### config.mk
export PLATFORM = sky130hd
export DESIGN_NAME = sfq_phase_scheduler
export DESIGN_NICKNAME = d
export VERILOG_FILES = /design/src/rtl/sfq_mp_pkg.sv /design/src/rtl/sfq_phase_ring.sv /design/src/rtl/sfq_phase_scheduler.sv
export SDC_FILE = /design/constraint.sdc
export NUM_CORES = 1
export LEC_CHECK = 0
export CORE_ASPECT_RATIO = 0.6
export CORE_MARGIN = 4
export CORE_UTILIZATION = 50
export CTS_CLUSTER_DIAMETER = 60
export DETAILED_ROUTE_END_ITERATION = 8
export PLACE_DENSITY = 0.87
export SETUP_SLACK_MARGIN = 0.4
export SLEW_MARGIN = 20
export SYNTH_ARGS = -nofsm -noshare
export SYNTH_HDL_FRONTEND = slang
export SYNTH_SLANG_ARGS = --single-unit
### constraint.sdc
create_clock -name clk -period 3.7 [get_ports clk]
set_input_delay 0.555 -clock clk [delete_from_list [all_inputs] [get_ports clk]]
set_output_delay 0.555 -clock clk [all_outputs]
set_load 0.1 [all_outputs]
### src/rtl/sfq_mp_pkg.sv
// Shared types and helpers for the multiphase SFQ sequencer.
package sfq_mp_pkg;

   localparam int DEF_NPHASES = 4;
   localparam int DEF_DW      = 8;
   localparam int MAX_NPHASES = 16;

   typedef enum logic [1:0] {IDLE, RUN, DONE} state_e;

   // Decode a phase index into a strobe; callers truncate to their phase count.
   function automatic logic [MAX_NPHASES-1:0] phase_onehot(input logic [3:0] idx);
      return MAX_NPHASES'(1) << idx;
   endfunction

endpackage

### src/rtl/sfq_phase_ring.sv
// Phase counter with clear, advance-enable and a wrap pulse at the last phase.
module sfq_phase_ring #(
   parameter  int NPHASES = 4,
   localparam int PW      = $clog2(NPHASES)
) (
   input  logic          clk,
   input  logic          rst_n,
   input  logic          clr,
   input  logic          adv,
   output logic [PW-1:0] phase_idx,
   output logic [PW-1:0] phase_nxt,
   output logic          wrap
);

   logic [PW-1:0] phase_q, phase_d;

   always_comb begin
      wrap    = adv && (phase_q == PW'(NPHASES - 1));
      phase_d = phase_q;
      if (clr) begin
         phase_d = '0;
      end else if (adv) begin
         phase_d = wrap ? '0 : phase_q + PW'(1);
      end
   end

   always_ff @(posedge clk or negedge rst_n) begin
      if (!rst_n) begin
         phase_q <= '0;
      end else begin
         phase_q <= phase_d;
      end
   end

   assign phase_idx = phase_q;
   assign phase_nxt = phase_d;

endmodule

### src/rtl/sfq_phase_scheduler.sv
// Multiphase SFQ sequencer: FSM, stage counter, depth capture and host strobes.
module sfq_phase_scheduler
   import sfq_mp_pkg::*;
#(
   parameter  int NPHASES = DEF_NPHASES,
   parameter  int DW      = DEF_DW,
   localparam int PW      = $clog2(NPHASES)
) (
   input  logic               clk,
   input  logic               rst,
   input  logic               start,
   input  logic [DW-1:0]      depth,
   input  logic               hold,
   output logic [NPHASES-1:0] phase_en,
   output logic [PW-1:0]      phase_idx,
   output logic [DW-1:0]      stage_cnt,
   output logic               in_valid,
   output logic               out_valid,
   output logic               busy,
   output logic               done,
   output logic               err
);

   state_e              state_q, state_d;
   logic [DW-1:0]       depth_q, depth_d;
   logic [DW-1:0]       stage_q, stage_d;
   logic [NPHASES-1:0]  phase_en_q, phase_en_d;
   logic                in_valid_q, in_valid_d;
   logic                out_valid_q, out_valid_d;
   logic                busy_q, busy_d;
   logic                done_q, done_d;
   logic                err_q, err_d;
   logic                ring_clr, ring_adv, ring_wrap;
   logic [PW-1:0]       phase_nxt;

   sfq_phase_ring #(.NPHASES(NPHASES)) u_ring (
      .clk       (clk),
      .rst_n     (rst),
      .clr       (ring_clr),
      .adv       (ring_adv),
      .phase_idx (phase_idx),
      .phase_nxt (phase_nxt),
      .wrap      (ring_wrap)
   );

   always_comb begin
      state_d     = state_q;
      depth_d     = depth_q;
      stage_d     = stage_q;
      phase_en_d  = '0;
      in_valid_d  = 1'b0;
      out_valid_d = 1'b0;
      busy_d      = 1'b0;
      done_d      = 1'b0;
      err_d       = 1'b0;
      ring_clr    = 1'b0;
      ring_adv    = 1'b0;
      case (state_q)
         RUN: begin
            busy_d = 1'b1;
            if (out_valid_q) begin
               state_d = DONE;
               busy_d  = 1'b0;
               done_d  = 1'b1;
            end else begin
               // A phase is consumed only once its strobe has been issued, so held cycles re-present the same position.
               ring_adv = (phase_en_q != '0);
               stage_d  = stage_q + DW'(ring_wrap);
               if (!hold) begin
                  phase_en_d  = NPHASES'(phase_onehot(4'(phase_nxt)));
                  in_valid_d  = (phase_nxt == '0) && (stage_d == '0);
                  out_valid_d = (phase_nxt == PW'(NPHASES - 1)) && (stage_d == depth_q - DW'(1));
               end
            end
         end
         default: begin
            if (state_q == DONE) begin
               state_d = IDLE;
            end
            if (start && (depth != '0)) begin
               state_d    = RUN;
               depth_d    = depth;
               stage_d    = '0;
               ring_clr   = 1'b1;
               phase_en_d = NPHASES'(1);
               in_valid_d = 1'b1;
               busy_d     = 1'b1;
            end else if (start) begin
               err_d = 1'b1;
            end
         end
      endcase
   end

   always_ff @(posedge clk or negedge rst) begin
      if (!rst) begin
         state_q     <= IDLE;
         depth_q     <= '0;
         stage_q     <= '0;
         phase_en_q  <= '0;
         in_valid_q  <= 1'b0;
         out_valid_q <= 1'b0;
         busy_q      <= 1'b0;
         done_q      <= 1'b0;
         err_q       <= 1'b0;
      end else begin
         state_q     <= state_d;
         depth_q     <= depth_d;
         stage_q     <= stage_d;
         phase_en_q  <= phase_en_d;
         in_valid_q  <= in_valid_d;
         out_valid_q <= out_valid_d;
         busy_q      <= busy_d;
         done_q      <= done_d;
         err_q       <= err_d;
      end
   end

   assign phase_en  = phase_en_q;
   assign stage_cnt = stage_q;
   assign in_valid  = in_valid_q;
   assign out_valid = out_valid_q;
   assign busy      = busy_q;
   assign done      = done_q;
   assign err       = err_q;

endmodule

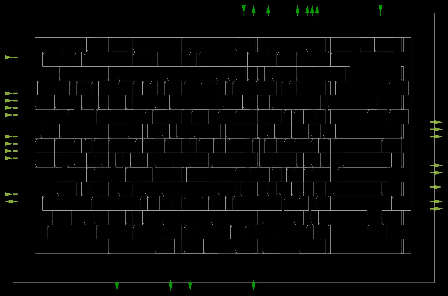
placement.png
Tapcells: 42
Core Region: 2890 um2
number of fill cells: 258
num rows: 15
sequential cell area share: 37.20%

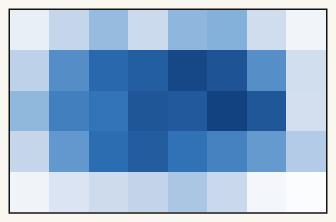
cell_density.png
The die is cut into 8 by 5 equal tiles; white is low, dark blue is high, 0 to 100% covered.
The emptiest ninth of the die: lower right. The densest ninth of the die: centre. 25% of the tiles are over 75% full. 2.5% of the tiles are nearly empty. The mean over all tiles is 47%.
Final Util: 67.49%
Pre-Place Util: 52.90%

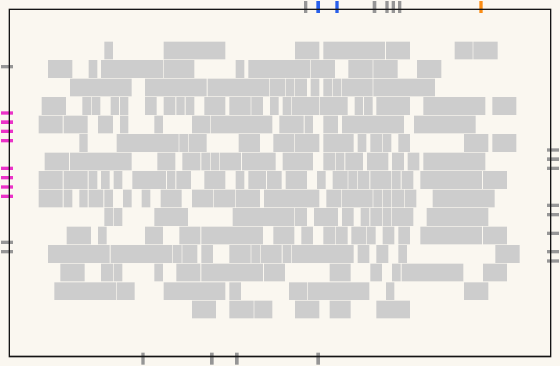
io_placement.png
Pins as bars across the die edge, other pins in grey.
Blue marks phase_idx, pins 2, direction output, edge top. Magenta marks depth, pins 8, direction input, edge left. Orange marks rst, pins 1, direction input, edge top.
All pins by edge: 11 left, 8 right, 8 top, 4 bottom.
Die Wd: 79.39 um
Die Y: 50.84 um
PortBufs: 30

==> impl_metrics.ini <==
; yosys + openroad results
[grt]
grt_usage_pct = 20.56
grt_max_degree = 30
grt_pass1_wl_um = 6279

[final_timing]
holdWs_ns = 0.5004
hold_viol = 0

[worst_hold_path]
min_to = depth_q[7]
min_path_type = reg -> reg
hold_depth = 2

[layout]
logic_area_um2 = 754.5
lay_top_count = nand2_1
fin_area_um2 = 1951
diodes = 0

[synthesis]
ys_sh_aoi_pct = 7.610
syn-cell-area_um2 = 1529
yosys-stat-cells = 164
ys_sh_xor_pct = 11.78
postSynthCellCount = 164
adder_share_pct = 3.273
async_reset_ff_share_pct = 100.0
synthFlopType = dfrtp_1

[status]
status = finished clean

[job]
warnings = 26
drv_cap = 0

[pwr]
ir_worst_vdd_mv = 0.4016
internal_power_mw = 0.9468
power_mw = 1.962

[setup_path]
reg2reg_depth = 9
regToRegSetupSlack_ns = 0.70
end_kind = register
startpoint = state_q[1]
r2r_start = state_q[1]

[cts]
clockBufferDepth = 2
cts_hold_buf = 0
cts_setup_buffers = 0

[placed_design]
dpl_cell_area_um2 = 1871
place.gp.congestion = 0.8389

[route]
detail-route-antenna-nets = 0

[floorplan]
ios = 31
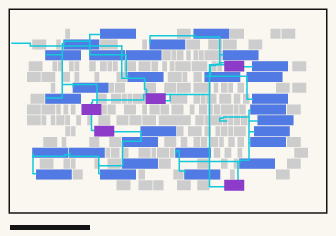
clk_routes.png
The bar under the picture is 20 um long.
Blue marks flip-flops, count 29. Cyan marks clock wires, length 377 um. Purple marks clock drivers, count 5.
There are 6 routed clock nets.
clock power share: 12.5%
Final Skew: 0.003420 ns
clk latency late pin: 0.28 ns
Power Clock: 0.245 mW

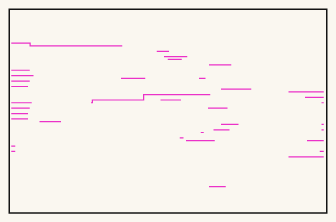
layer_met3.png
The layer carries 188 um of wire. 30 nets have wire on it.

## logic make-up after synthesis
| kind of cell | Yosys count |
|---|---|
| and+or+nand+nor | 78 |
| DFF | 29 |
| AOI/OAI and AO/OA | 20 |
| xor gates and xnor gates | 19 |
| buffers and inverters | 11 |
| adders and majority gates | 4 |
| muxes | 3 |
## per-layer routing
layer	global-route usage [%]	wire length (um)
met5	0	0
met2	32.68	1662
met3	4.930	188
met4	8.857	61
met1	27.03	1630
## cells in the mapped netlist, types with 2 or more instances
cell      number  area (um2)
o31ai_1        3       22.52
nand3_1       10       50.05
o21ai_0       13       65.06
clkbuf_1       4       15.01
xnor2_1       11       96.34
mux2i_1        2       20.02
ha_1           4       50.05
nor3_1         4       20.02
or4_1          2       15.01
nor2_1        15       56.30
xor2_1         7       61.31
a31oi_1        2       12.51
nand2_1       32       120.1
dfrtp_1       29       725.7
and2_1         2       12.51
inv_1          6       22.52
nor4_1         3       18.77
## through the flow
step,instances,setup WS [ns]
5_1_grt,241,0.4107
3_3_place_gp,233,0.8648
2_1_floorplan,164,0.6174
6_report,241,0.7050
3_5_place_dp,233,0.7538
4_1_cts,241,0.7086
## sequential cells by signal, summed over array words and instances (netlist names)
name,flops
err,1
u_ring.phase_idx,2
state_q,2
busy,1
depth_q,8
in_valid,1
phase_en,4
done,1
out_valid,1
stage_cnt,8
## area by class of cell
| class | count | share of cell area [%] |
|---|---|---|
| well taps | 42 | 2.694 |
| clock buffers | 8 | 4.105 |
| multi-input cells | 124 | 38.68 |
| repair buffers | 32 | 16.16 |
| flip-flops and latches | 29 | 37.20 |
| inverters | 6 | 1.155 |
## worst min-delay path, stage by stage, from the launching register on
cell and delay (ns):
dfrtp_1 0.35, nand2_1 0.06, nand2_1 0.06
No activity file was given, so power comes from the tool's default toggle rates.
